Design window_stream_packer, sky130hd; sources not shown.
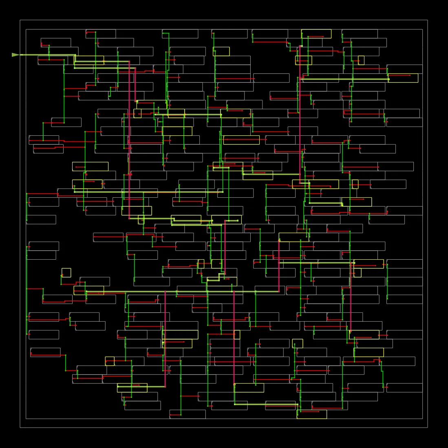
(images/clock_nets.png)
Seq Cell Count: 224
Worst Skew: 0.00714 ns
clock buffer count: 28

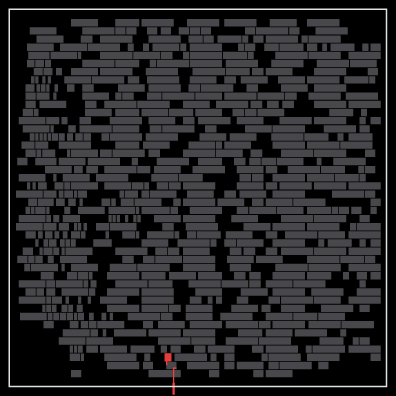
(images/port_trees.png)
Scale: 3 px per µm.
- red: `word_eol` (bits 1; direction output; edge bottom; end cells 1; buffers 1; wire 9.60 µm)
I/O Buffers: 50
I/O pin total: 51

==> flow_metrics.tcl <==
# metrics dict for downstream scripts
set metrics [dict create \
    drc 0 \
    grt_util_met3_pct 2.95 \
    grt_overflow 0 \
    maxCapViolCount 0 \
    final_util_pct 72.1 \
    setup_slack_ns 0.604 \
    vias 4560 \
    largest_class "sequential cells" \
    layout_top_cells "edfxtp_1, dfrtp_1, mux2_2" \
    die_x_um 125 \
    cts-hold-fix-buffers 0 \
    postPlaceCellArea_mm2 0.00971 \
    slowest_delay_ns 0.84 \
    final_hold_viol_count 0 \
    synth_top_cell_by_area "edfxtp_1" \
    grt_pass1_wl_mm 25.9 \
    dp_cells 739 \
    grt_pass1_vias 4951 \
    num-nonclk-inverters 13 \
    synth_area_per_cell_um2 17.4 \
    yosys.area_share.aoi_pct 2.26 \
    yosys-top-cells-area "edfxtp_1, dfrtp_1, mux4_2, mux2_2, and2_1" \
    cts_tree "yes" \
    finalPower_w 0.00698 \
    synth-edff-count 136 \
    yosys-stat-area_mm2 0.00897 \
    met1_length_mm 6.86 \
    r2r.worst_path.cells 9 \
    cp_max_fo 21 \
    ys_top_cells_by_count "edfxtp_1, dfrtp_1, mux2_2" \
    cts-resized-gates 0 \
    ys_sh_simple_pct 7.38 \
    flop_area_mm2 0.00629 \
    yosys.stat.seqShare_pct 70.1 \
    layout.cells.most_common "edfxtp_1" \
    cp-start-kind "flip-flop" \
    cts_setup_buffers 0 \
    seq_share_pct 59.7 \
    setup_tns_ns 0 \
    cp.arrival_ns 2.77 \
    period_minus_slack_ns 3.15 \
    sh_comb_area_pct 24.1 \
    bufAreaShareNonClock_pct 5.71 \
    rsz0062_at_grt "no" \
    antenna_found_initial 0 \
    syn_inst 516 \
    leakage_nw 4.02 \
    synth_warnings 0 \
    cp.depth 4 \
    htreeDepth 1 \
    ant_nets 0 \
    num_antenna_cells 0 \
    num_rows 44 \
    crit_family "flip-flops" \
    final-comb-area_mm2 0.00254 \
    warnings 31 \
    power_leader "sequential cells" \
    areaGrowthSynthToFinish_pct 17.3 \
    p_sw_share_pct 25.0 \
    pwr-share-seq_pct 42.8 \
    max-vdd-ir-drop_uv 420 \
    fin_area_mm2 0.0105 \
    clkPwrFrac_pct 34.2 \
    critical_path.slowest_cell "dfrtp_2" \
    wl_per_cell_um 20.0 \
    yosysTopAreaCellShare_pct 45.5 \
    required_ns 3.38 \
    drt_iter0_drc 286 \
    taps 184 \
    power_density_mw_per_mm2 664 \
    clockBufferDepth 3 \
    chipArea_mm2 0.0157 \
    synth.most_common_cell "edfxtp_1" \
    fmax_mhz 318 \
    timing.slew.headroom_pct 44.0 \
    clk_latency_ns 0.50 \
    ys_sh_adder_pct 1.90 \
    dp_slack_ns 1.06 \
    synthesis.area_mm2 0.00897 \
    crit_chain "buf_12 > mux4_2 > and2_1 > clkdlybuf4s50_1" \
    critical_path_class "reg -> out" \
    p_switching_w 0.00175 \
    largest_reg_flops 136 \
    clkSinkCount 224 \
    cts_root_buf "clkbuf_16" \
    p_clk_w 0.00239 \
    final-clk-cell-share_pct 7.75 \
    avgViaCountPerCell 5.84 \
    die_y_um 125 \
    timing.hold.ws_ns 0.334 \
    grt.busiest_layer "met2" \
    dpl.hpwl_mm 9.17 \
    wl_met3_um 561 \
    holdCritPathClass "in -> async" \
    yosys_cells 516 \
    final-setup-viol-count 0 \
    grtUsageTotal_pct 20.9 \
    ys_sh_xor_pct 0.976 \
    n_all_buffers 60 \
    num-nets-final 607 \
    fp-utilization_pct 61.5 \
    combPwrFrac_pct 23.0 \
    powerComb_w 0.00160 \
    status "completed" \
    r2r_slack_ns 1.49 \
]
Power and IR drop assume default switching activity.
